## src/rtl/regfile_access_ctrl.sv

```systemverilog
// Command/response front end for a register file with a one-cycle registered read.
// Define REGFILE_WRITE_VERIFY_EN to read back every write and flag mismatches on Rsp_Err.
module regfile_access_ctrl #(
    parameter int ADDR_W = 3,
    parameter int DATA_W = 16
) (
    input  logic              CLK,
    input  logic              RST,
    input  logic              Cmd_Valid,
    output logic              Cmd_Ready,
    input  logic              Cmd_Wr,
    input  logic [ADDR_W-1:0] Cmd_Addr,
    input  logic [DATA_W-1:0] Cmd_WrData,
    output logic              Rsp_Valid,
    input  logic              Rsp_Ready,
    output logic [DATA_W-1:0] Rsp_RdData,
    output logic              Rsp_Err,
    output logic              Busy,
    output logic              WrEn,
    output logic              RdEn,
    output logic [ADDR_W-1:0] Address,
    output logic [DATA_W-1:0] WrData,
    input  logic [DATA_W-1:0] RdData
);

    typedef enum logic [2:0] {
        IDLE,
        WRITE,
        READ,
        CAPTURE,
        RESP
`ifdef REGFILE_WRITE_VERIFY_EN
        ,
        VERIFY_RD,
        VERIFY_CAP
`endif
    } state_t;

    state_t            state_q;
    logic              wr_en_q;
    logic              rd_en_q;
    logic              rsp_valid_q;
    logic [DATA_W-1:0] rsp_data_q;
    logic [ADDR_W-1:0] addr_q;
    logic [DATA_W-1:0] wdata_q;
`ifdef REGFILE_WRITE_VERIFY_EN
    logic              rsp_err_q;
`endif

    // Strobes are registered: they are set on the edge entering the state that owns them.
    always_ff @(posedge CLK) begin
        if (RST) begin
            state_q     <= IDLE;
            wr_en_q     <= 1'b0;
            rd_en_q     <= 1'b0;
            rsp_valid_q <= 1'b0;
            rsp_data_q  <= '0;
            addr_q      <= '0;
            wdata_q     <= '0;
`ifdef REGFILE_WRITE_VERIFY_EN
            rsp_err_q   <= 1'b0;
`endif
        end else begin
            wr_en_q <= 1'b0;
            rd_en_q <= 1'b0;
            case (state_q)
                IDLE: begin
                    if (Cmd_Valid) begin
                        addr_q  <= Cmd_Addr;
                        wdata_q <= Cmd_WrData;
`ifdef REGFILE_WRITE_VERIFY_EN
                        rsp_err_q <= 1'b0;
`endif
                        if (Cmd_Wr) begin
                            state_q <= WRITE;
                            wr_en_q <= 1'b1;
                        end else begin
                            state_q <= READ;
                            rd_en_q <= 1'b1;
                        end
                    end
                end
                WRITE: begin
`ifdef REGFILE_WRITE_VERIFY_EN
                    state_q <= VERIFY_RD;
                    rd_en_q <= 1'b1;
`else
                    state_q     <= RESP;
                    rsp_valid_q <= 1'b1;
                    rsp_data_q  <= '0;
`endif
                end
                READ: begin
                    state_q <= CAPTURE;
                end
                CAPTURE: begin
                    state_q     <= RESP;
                    rsp_valid_q <= 1'b1;
                    rsp_data_q  <= RdData;
                end
`ifdef REGFILE_WRITE_VERIFY_EN
                VERIFY_RD: begin
                    state_q <= VERIFY_CAP;
                end
                VERIFY_CAP: begin
                    state_q     <= RESP;
                    rsp_valid_q <= 1'b1;
                    rsp_data_q  <= RdData;
                    rsp_err_q   <= (RdData != wdata_q);
                end
`endif
                RESP: begin
                    if (Rsp_Ready) begin
                        state_q     <= IDLE;
                        rsp_valid_q <= 1'b0;
                    end
                end
                default: begin
                    state_q <= IDLE;
                end
            endcase
        end
    end

    assign Cmd_Ready  = (state_q == IDLE);
    assign Busy       = (state_q != IDLE);
    assign WrEn       = wr_en_q;
    assign RdEn       = rd_en_q;
    assign Address    = addr_q;
    assign WrData     = wdata_q;
    assign Rsp_Valid  = rsp_valid_q;
    assign Rsp_RdData = rsp_data_q;
`ifdef REGFILE_WRITE_VERIFY_EN
    assign Rsp_Err    = rsp_err_q;
`else
    assign Rsp_Err    = 1'b0;
`endif

endmodule

```

## config.mk

```make
export PLATFORM = sky130hd
export DESIGN_NAME = regfile_access_ctrl
export DESIGN_NICKNAME = d
export VERILOG_FILES = /design/src/rtl/regfile_access_ctrl.sv
export SDC_FILE = /design/constraint.sdc
export NUM_CORES = 1
export LEC_CHECK = 0
export ABC_CLOCK_PERIOD_IN_PS = 1900
export CAP_MARGIN = 20
export CORE_ASPECT_RATIO = 2
export CORE_MARGIN = 1.5
export CORE_UTILIZATION = 38
export DETAILED_ROUTE_END_ITERATION = 8
export PLACE_DENSITY = 0.88
export SYNTH_ARGS = -nofsm -noshare
export SYNTH_HDL_FRONTEND = slang
export SYNTH_SLANG_ARGS = --single-unit
```

## constraint.sdc

```tcl
create_clock -name CLK -period 1.9 [get_ports CLK]
set_clock_uncertainty 0.2 [all_clocks]
set_input_delay 0.57 -clock CLK [delete_from_list [all_inputs] [get_ports CLK]]
set_output_delay 0.57 -clock CLK [all_outputs]
set_load 0.02 [all_outputs]
```

Metal 1:
Bar = 10 µm.
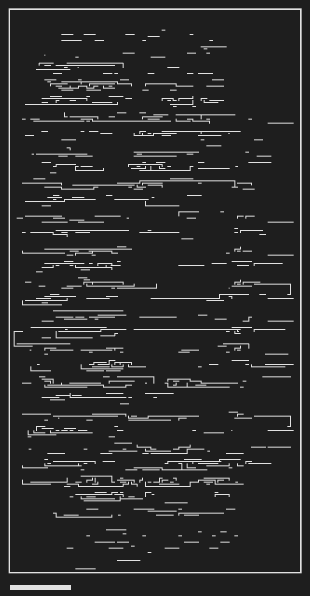
main direction: horizontal
share of all routed wire: 36%
longest straight run: 17.5 µm
wire length on this layer: 1430 µm
nets with wire on the layer: 256
vias after detailed routing: 1494
met1 Usage GRT: 20.3%

The metal 2 layer:
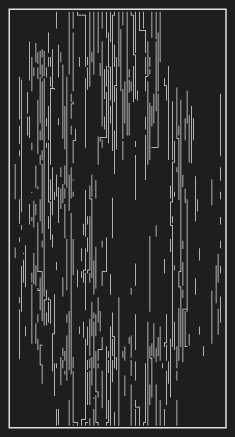
share of all routed wire: 58%
nets with wire on the layer: 258
main direction: vertical
wire length on this layer: 2310 µm
WL final: 3.97 mm
GR Util met2: 35.0%

==> impl_metrics.py <==
# Physical implementation metrics
metrics = {
    "global_route": {
        "grt_pass1_vias": 1471,
        "antenna_found_initial": 0,
        "grt_pass1_wl_mm": 6.33,
        "grt_util_all_layers_pct": 19.5,
        "grtUsageMet3_pct": 3.90,
        "grt-busiest-layer": "met2",
        "overflow": 0,
        "grt_max_degree": 22,
    },
    "setup_path": {
        "worstSetupStartpointType": "primary input",
        "critical_path.cell_chain": "clkdlybuf4s50_1 > or4b_4 > nand2_1 > a21oi_1",
        "max_stage_delay_ps": 610,
        "crit_family": "simple AND/OR/NAND/NOR gates",
        "timing.rr.end": "WrData[14]",
        "cp_num_cells": 4,
        "r2r_slack_ps": 170,
        "cp.arrival_ps": 1840,
        "critPathBufInv": 1,
        "cp-end-kind": "register",
    },
    "die": {
        "fp_util_pct": 39.7,
        "io_pins": 81,
        "die_w_um": 47.8,
        "die_h_um": 92.6,
        "dieArea_um2": 4430,
    },
    "timing": {
        "fin_crit_sh_pct": 98.7,
        "setup_viol": 0,
        "whs_ps": 250,
        "tightest_slew_ps": 552,
        "setup_ws_ps": 24.8,
        "rsz0062_at_grt": "yes",
    },
    "synthesis": {
        "netlist_area_um2": 1530,
        "ys_sh_simple_pct": 25.1,
        "ys_sh_adder_pct": 0,
        "synth-seq-cells": 41,
        "xor_share_pct": 0,
        "mux_share_pct": 0,
        "ys_cells": 183,
        "yosys_warnings": 0,
        "floorplan.nets": 223,
        "yosysSeqAreaShare_pct": 53.8,
    },
    "min_path": {
        "hold-path-cell-count": 2,
    },
    "pwr": {
        "power_switching_uw": 494,
        "p_clk_share_pct": 35.3,
        "intPower_uw": 1500,
        "leakage_uw": 0.00106,
        "power_density_nw_per_um2": 824,
        "total_power_uw": 2000,
        "swShare_pct": 24.8,
        "combPwrFrac_pct": 18.5,
    },
    "finish": {
        "fillers": 377,
        "antenna-diode-count": 0,
        "final_util_pct": 63.1,
        "final_common_cell": "nand2_1",
        "final_cell_area_um2": 2420,
        "final_cell_mix": "53 x nand2_1, 41 x dfxtp_1, 39 x a21oi_1, 39 x clkdlybuf4s50_1, 38 x dlygate4sd2_1",
        "stdcell_count": 313,
    },
    "clock_network": {
        "cts_tree": "built",
        "numClockSinks": 41,
    },
    "outcome": {
        "outcome": "finished clean",
    },
    "place": {
        "place_ws_ps": -270,
        "dp.cells": 305,
        "dpl_cell_area_um2": 2360,
        "dpl.hpwl_mm": 3.04,
    },
    "detailed_routing": {
        "top_layer": "met4",
        "dr_wl_met2_mm": 2.31,
        "via_per_inst": 4.77,
        "drt-met1-wl_mm": 1.43,
        "ant_nets": 0,
    },
    "run": {
        "drv_cap": 0,
    },
}
## timing repair
action,in CTS,in global routing
pin swaps,1,0
setup buffers,0,0
endpoints found under the setup margin,40,2
gates resized,46,1
## worst register-to-register path, stage by stage, from the launching register on
cell and delay [ps]:
dfxtp_1 330, buf_4 210, or4b_4 680, nand2_1 120, a21oi_1 80
## cell families (layout without fill, tap and decap cells)
group                  after synthesis  after routing
and+or+nand+nor                     81             81
DFF                                 41             41
AOI/OAI and AO/OA                   40             40
buffers and inverters               20             99
other                                1              1
## sequential cells by signal, summed over array words and instances, names as in the netlist
name        count
WrEn            1
Rsp_Valid       1
Rsp_RdData     16
WrData         16
Address         3
RdEn            1
state_q         3
## area by class of cell
type	count	area (µm²)	area share, %
Sequential cell	41	821	33.9
Timing Repair Buffer	88	813	33.6
Multi-Input combinational cell	122	598	24.7
Clock buffer	7	86.3	3.56
Tap cell	51	63.8	2.63
Clock inverter	1	30.0	1.24
Inverter	3	11.3	0.465
## synth_stat cells
master    count  area [µm²]
a21oi_1      39         195
a311oi_1      1        8.76
and2b_1       1        7.51
buf_2         3        15.0
buf_4         1        7.51
buf_6         4        45.0
clkbuf_1      8        30.0
clkbuf_2      1        5.00
conb_1        1        3.75
dfxtp_1      41         821
inv_1         3        11.3
nand2_1      54         203
nand2b_1      1        6.26
nand3_1      16        80.1
nand3b_1      1        7.51
nor2_1        1        3.75
nor3_1        1        5.00
nor3_2        2        20.0
nor4_1        2        12.5
nor4b_4       1        23.8
or4b_4        1        13.8
## power by group through the flow
stage	clock network, µW	registers (µW)	logic, µW
after floorplan	0	988	158
after global placement	0	941	397
after detailed placement	0	944	405
after CTS	727	922	374
after global routing	762	927	399
final	705	922	369
Power and IR drop assume default switching activity.
